<file path="config.mk">
export PLATFORM = sky130hd
export DESIGN_NAME = tick_divider_multi_flat
export DESIGN_NICKNAME = d
export VERILOG_FILES = /design/src/rtl/tick_divider_pkg.sv /design/src/rtl/tick_divider_multi_if.sv /design/src/rtl/tick_divider_ch.sv /design/src/rtl/tick_divider_multi.sv /design/src/flat_wrapper.sv
export SDC_FILE = /design/constraint.sdc
export NUM_CORES = 1
export LEC_CHECK = 0
export CORE_UTILIZATION = 65
export CTS_BUF_LIST = sky130_fd_sc_hd__clkbuf_4 sky130_fd_sc_hd__clkbuf_8
export DETAILED_ROUTE_END_ITERATION = 6
export PLACE_DENSITY = 0.91
export SYNTH_ARGS = -nofsm -noshare
export SYNTH_HDL_FRONTEND = slang
export SYNTH_SLANG_ARGS = --single-unit
</file>
<file path="constraint.sdc">
create_clock -name clock_in -period 6.5 [get_ports clock_in]
set_input_delay 1.3 -clock clock_in [delete_from_list [all_inputs] [get_ports clock_in]]
set_output_delay 1.3 -clock clock_in [all_outputs]
set_load 0.01 [all_outputs]
</file>
<file path="src/rtl/tick_divider_pkg.sv">
// Shared constants and helpers for the multi-channel tick/clock divider.
package tick_divider_pkg;

    localparam int unsigned CNT_W_DEF       = 32;
    localparam int unsigned DIV_1HZ_100M    = 50_000_000;
    localparam int unsigned DIV_100HZ_100M  = 500_000;
    localparam int unsigned DEFAULT_DIV_DEF = DIV_1HZ_100M;

    // Channel-select width; a single-channel build still needs one select bit.
    function automatic int unsigned ch_sel_w(input int unsigned n_ch);
        return (n_ch > 1) ? $clog2(n_ch) : 1;
    endfunction

endpackage

</file>
<file path="src/rtl/tick_divider_multi_if.sv">
// Control/status bundle between the stopwatch control logic and the divider.
interface tick_divider_multi_if
    import tick_divider_pkg::*;
#(
    parameter int unsigned N_CH  = 4,
    parameter int unsigned CNT_W = CNT_W_DEF
);
    localparam int unsigned CH_W = ch_sel_w(N_CH);

    logic              enable;
    logic              sync;
    logic              div_wr;
    logic [CH_W-1:0]   div_ch;
    logic [CNT_W-1:0]  div_data;
    logic [N_CH-1:0]   tick_out;
    logic [N_CH-1:0]   clock_out;

    modport master (
        output enable, sync, div_wr, div_ch, div_data,
        input  tick_out, clock_out
    );

    modport slave (
        input  enable, sync, div_wr, div_ch, div_data,
        output tick_out, clock_out
    );

endinterface

</file>
<file path="src/rtl/tick_divider_ch.sv">
// One divider channel: counter, active/shadow divisor, tick strobe and toggle output.
module tick_divider_ch
    import tick_divider_pkg::*;
#(
    parameter int unsigned CNT_W       = CNT_W_DEF,
    parameter int unsigned DEFAULT_DIV = DEFAULT_DIV_DEF
) (
    input  logic             clock_in,
    input  logic             reset,
    input  logic             enable,
    input  logic             sync,
    input  logic             wr,
    input  logic [CNT_W-1:0] div_data,
    output logic             tick_out,
    output logic             clock_out
);

    localparam logic [CNT_W-1:0] DIV_RST = CNT_W'(DEFAULT_DIV);

    logic [CNT_W-1:0] cnt_q, cnt_d;
    logic [CNT_W-1:0] act_q, act_d;
    logic [CNT_W-1:0] shd_q, shd_d;
    logic             tick_q, tick_d;
    logic             clk_q, clk_d;

    // Every shadow load sees a same-cycle write, so sync and idle pick it up at once.
    always_comb begin
        shd_d  = wr ? div_data : shd_q;
        act_d  = act_q;
        cnt_d  = cnt_q;
        tick_d = 1'b0;
        clk_d  = clk_q;
        if (sync) begin
            act_d = shd_d;
            cnt_d = '0;
            clk_d = 1'b0;
        end else if (act_q == '0) begin
            act_d = shd_d;
            cnt_d = '0;
        end else if (enable) begin
            if (cnt_q == act_q - CNT_W'(1)) begin
                cnt_d  = '0;
                tick_d = 1'b1;
                clk_d  = ~clk_q;
                act_d  = shd_d;
            end else begin
                cnt_d = cnt_q + CNT_W'(1);
            end
        end
    end

    always_ff @(posedge clock_in) begin
        if (reset) begin
            cnt_q  <= '0;
            act_q  <= DIV_RST;
            shd_q  <= DIV_RST;
            tick_q <= 1'b0;
            clk_q  <= 1'b0;
        end else begin
            cnt_q  <= cnt_d;
            act_q  <= act_d;
            shd_q  <= shd_d;
            tick_q <= tick_d;
            clk_q  <= clk_d;
        end
    end

    assign tick_out  = tick_q;
    assign clock_out = clk_q;

endmodule

</file>
<file path="src/rtl/tick_divider_multi.sv">
// N_CH independent programmable dividers sharing global enable and phase sync.
module tick_divider_multi
    import tick_divider_pkg::*;
#(
    parameter int unsigned N_CH        = 4,
    parameter int unsigned CNT_W       = CNT_W_DEF,
    parameter int unsigned DEFAULT_DIV = DEFAULT_DIV_DEF
) (
    input  logic                 clock_in,
    input  logic                 reset,
    tick_divider_multi_if.slave  bus
);

    for (genvar g = 0; g < N_CH; g++) begin : g_ch
        logic wr_c;

        // Out-of-range channel numbers match no channel and are dropped.
        always_comb wr_c = bus.div_wr && (32'(bus.div_ch) == 32'(g));

        tick_divider_ch #(
            .CNT_W       (CNT_W),
            .DEFAULT_DIV (DEFAULT_DIV)
        ) u_ch (
            .clock_in  (clock_in),
            .reset     (reset),
            .enable    (bus.enable),
            .sync      (bus.sync),
            .wr        (wr_c),
            .div_data  (bus.div_data),
            .tick_out  (bus.tick_out[g]),
            .clock_out (bus.clock_out[g])
        );
    end

endmodule

</file>
<file path="src/flat_wrapper.sv">
// flat-port wrapper written by rule: the top's interface ports become plain ports
module tick_divider_multi_flat import tick_divider_pkg::*;
#(
    parameter int unsigned N_CH        = 4,
    parameter int unsigned CNT_W       = CNT_W_DEF,
    parameter int unsigned DEFAULT_DIV = DEFAULT_DIV_DEF
)
  (clock_in, reset, bus_enable, bus_sync, bus_div_wr, bus_div_ch, bus_div_data, bus_tick_out, bus_clock_out);
  tick_divider_multi_if #(.N_CH(N_CH), .CNT_W(CNT_W)) bus_i ();
  input  logic clock_in;
  input  logic reset;
  input wire logic [$bits(bus_i.enable)-1:0] bus_enable;
  input wire logic [$bits(bus_i.sync)-1:0] bus_sync;
  input wire logic [$bits(bus_i.div_wr)-1:0] bus_div_wr;
  input wire logic [$bits(bus_i.div_ch)-1:0] bus_div_ch;
  input wire logic [$bits(bus_i.div_data)-1:0] bus_div_data;
  output wire logic [$bits(bus_i.tick_out)-1:0] bus_tick_out;
  output wire logic [$bits(bus_i.clock_out)-1:0] bus_clock_out;
  assign bus_i.enable = bus_enable;
  assign bus_i.sync = bus_sync;
  assign bus_i.div_wr = bus_div_wr;
  assign bus_i.div_ch = bus_div_ch;
  assign bus_i.div_data = bus_div_data;
  assign bus_tick_out = bus_i.tick_out;
  assign bus_clock_out = bus_i.clock_out;
  tick_divider_multi #(.N_CH(N_CH), .CNT_W(CNT_W), .DEFAULT_DIV(DEFAULT_DIV)) u_core (.clock_in(clock_in), .reset(reset), .bus(bus_i));
endmodule
</file>
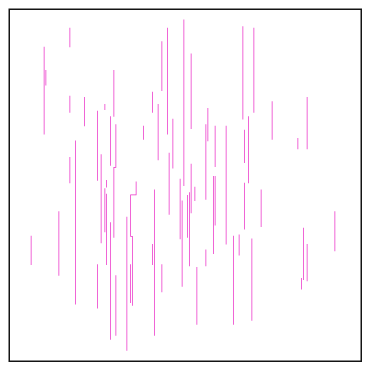
*Met4 routing*
(2 px per um)
nets with wire on the layer: 50
main direction: vertical
share of all routed wire: 3.6%
longest straight run: 83.0 um
wire length on this layer: 1,920 um
via count: 17,400
WL final: 53.1 mm

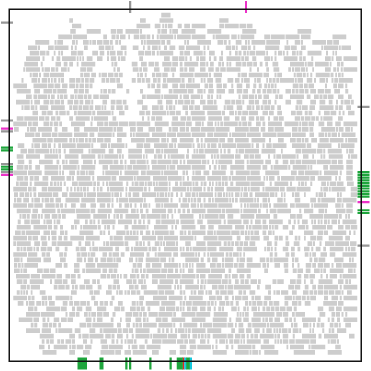
*I/O pins on the die edge*
(2 px per um) Pins as bars across the die edge, other pins in gray.
| port | color | pins | direction | edge |
|---|---|---|---|---|
| bus_div_data | green | 32 | input | 16 bottom, 12 right, 4 left |
| bus_div_wr | red | 1 | input | bottom |
| bus_div_ch | cyan | 2 | input | bottom |
| bus_clock_out | magenta | 4 | output | 2 left, 1 top, 1 right |
all pins by edge: 19 bottom, 15 right, 11 left, 2 top
Die X: 175 um
IO Port Bufs: 46
Die Y-Extent: 175 um

==> flow_summary.json <==
{
  "outcome": "completed",
  "cts_hold_buf": 0,
  "maxSlewViolCount": 0,
  "num_io_pins": 47,
  "ys_types": 81,
  "edf_count": 0,
  "area_growth_pct": 9.00,
  "grt_pass1_wl_mm": 85.3,
  "power_density_mw_per_mm2": 253,
  "layout_top_cells": "dfxtp_1 (392), nand2_1 (344), nor2_1 (196)",
  "arrival_ns": 5.30,
  "fin_nets": 2374,
  "grt_overflow": 0,
  "grt_max_degree": 93,
  "syn_nets": 2395,
  "antenna_left": 0,
  "synthCells": 2348,
  "cp-end-kind": "register",
  "viasPerCell": 6.29,
  "first_pass_iters": 7,
  "final_common_cell": "dfxtp_1",
  "cp-start-kind": "register",
  "ys_cells": 2348,
  "hold_class": "register to register",
  "cts.sinks": 392,
  "core_region_area_sq_mm": 0.0296,
  "clockBufferDepth": 3,
  "rows": 63,
  "cts_htree_levels": 2,
  "clk_pin_slew_ns": 0.06,
  "final-hold-violation-count": 0,
  "final.period_utilization_pct": 72.8,
  "hpwl_mm": 37.7,
  "clk_latency_ns": 0.62,
  "slew_headroom_pct": 12.4,
  "cts_root_buf": "clkbuf_8",
  "min_path_cells": 2,
  "ctsResizeCount": 0,
  "rsz0062_at_grt": "no",
  "cts_setup_buffers": 0,
  "synth_warnings": 0,
  "finalSetupViolCount": 0,
  "ir_worst_vdd_uv": 237,
  "drcViolationCount": 0,
  "tns_ns": 0,
  "warning_count": 26,
  "total_power_mw": 5.39,
  "globalplace.congestion": 0.955,
  "flop_cell": "dfxtp_1",
  "synthArstFlopShare_pct": 0,
  "cts_tree": "built",
  "worst_pin_slew_ns": 1.31,
  "drive_gt1_share_pct": 6.66,
  "grt_pass1_vias": 16700,
  "netlist_area_sq_mm": 0.0195,
  "avgSynthCellArea_sq_um": 8.31,
  "antenna_found_initial": 0,
  "initial_core_util_pct": 66.0,
  "max_freq_mhz": 211,
  "cap_viol_max_count": 0,
  "postSynthSeqShare_pct": 40.2,
  "reg2reg_depth": 10,
  "skew_ns": 0.0249,
  "chipArea_sq_mm": 0.0307,
  "p_leak_nw": 7.90,
  "required_ns": 7.06,
  "critPathKind": "register to register",
  "critPathMaxFanout": 39,
  "drt_iter0_drc": 1865,
  "period_minus_slack_ns": 4.73,
  "ys.flops": 392,
  "cts_inserted_buffers": 59,
  "n_antenna_cell": 0,
  "yosys_area_sq_mm": 0.0195
}
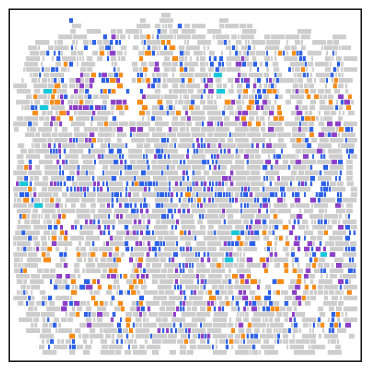
*Gate families picked out*
(2 px per um)
| family | color | cells | most used |
|---|---|---|---|
| nand cells | blue | 550 | nand2_1 |
| and/or cells | orange | 162 | or4_1 |
| fa/ha/maj cells | cyan | 9 | ha_1 |
| aoi and oai cells | purple | 256 | a21oi_1 |
Final Non-Filler Cells: 2,763
logic share of the area: 50.9%

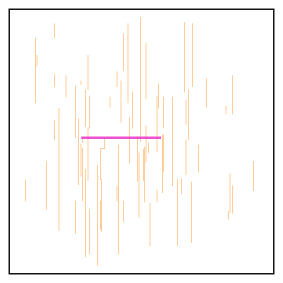
*Signal wires by layer*
(1.5 px per um) Only two layers are drawn.
| layer | color | wire length |
|---|---|---|
| metal 4 | orange | 1,920 um |
| metal 5 | magenta | 51.5 um |
Tot GR Track Use: 34.3%
wire per inst: 19.2 um

[state kept, by name, indices dropped and copies added, names as in the netlist]
signal                      count
u_core.g_ch.u_ch.act_q        128
u_core.g_ch.u_ch.cnt_q        128
u_core.g_ch.u_ch.shd_q        128
u_core.g_ch.u_ch.clock_out      4
u_core.g_ch.u_ch.tick_out       4
[cell usage after synthesis, types with 17 or more instances]
library cell	n	area, sq um
a21oi_1	108	541
a31oi_1	18	113
and3_1	35	219
buf_2	17	85.1
clkbuf_1	102	383
dfxtp_1	392	7850
inv_1	64	240
nand2_1	344	1290
nand3_1	75	375
nand3b_1	50	375
nand4_1	63	394
nor2_1	198	743
nor3_1	90	450
nor4_1	45	282
o21ai_0	30	150
o21ai_1	17	85.1
o22a_1	80	701
o2bb2ai_1	29	254
or3_1	34	213
or4_1	36	270
xnor2_1	167	1460
xor2_1	119	1040
[layer usage]
metal  part of all wire, %  up-vias  wire (um)  track usage, %
li1                      -     8232          -               -
met3                   8.0      151       4240            5.56
met2                    47      695      25000            57.4
met5                 0.096        -         51            1.44
met1                    41     8296      21900            44.0
met4                   3.6        2       1920            13.5
[power by group]
| group | switching, mW | internal [mW] | leakage, nW |
|---|---|---|---|
| clock | 0.957 | 1.28 | 0.714 |
| combinational | 0.325 | 0.215 | 3.99 |
| sequential | 0.113 | 2.49 | 3.20 |
[cell families (layout without fill, tap and decap cells)]
group                    count (synthesis)  count (layout)  synth area share [%]
AND/OR/NAND/NOR                       1078            1078                  28.2
flip-flops                             392             392                  40.2
AND-OR/OR-AND                          369             369                  13.2
XOR/XNOR                               286             286                  12.8
buffers and inverters                  203             228                  4.40
multiplexers                            11              11                 0.577
adder cells (fa/ha/maj)                  9               9                 0.564
[cell type report]
class	instances	area [sq um]
well taps	390	488
clock buffers	92	1150
fillers	2240	8290
multi-input cells	1753	10800
flip-flops and latches	392	7850
inverters	64	240
clock inverters	15	175
repair buffers	57	541
[worst paths after layout]
| path | from | end | slack [ns] |
|---|---|---|---|
| setup / recovery | u_core.g_ch[3].u_ch.act_q[6] | u_core.g_ch[3].u_ch.act_q[11] | 1.77 |
| hold / removal | u_core.g_ch[3].u_ch.shd_q[12] | u_core.g_ch[3].u_ch.shd_q[12] | 0.47 |
| setup reg to reg | u_core.g_ch[3].u_ch.act_q[6] | u_core.g_ch[3].u_ch.act_q[11] | 1.77 |
| hold reg to reg | u_core.g_ch[3].u_ch.shd_q[12] | u_core.g_ch[3].u_ch.shd_q[12] | 0.47 |
[critical path, cell delays in order, from the launching register on]
cell and delay (ns):
dfxtp_1 0.37, or4_4 0.60, nor4_4 0.48, a22oi_1 0.18, or4_1 0.55, a2111oi_1 0.36, nand4b_1 0.23, nor4_4 0.28
buf_4 0.42, or3_1 0.94, o22a_1 0.24
[through the flow]
step	std cells	worst slack, ns	hold WS, ns	util [%]	cell area (sq um)
finish	2763	1.77	0.466	72.0	21300
global route	2763	1.47	0.483	72.0	21300
CTS	2763	1.82	0.463	72.0	21300
detailed placement	2656	1.82	0.447	67.5	19900
floorplan	2348	3.04	0.429	-	19500
global placement	2656	1.92	0.446	67.5	19900
No activity file was given, so power comes from the tool's default toggle rates.
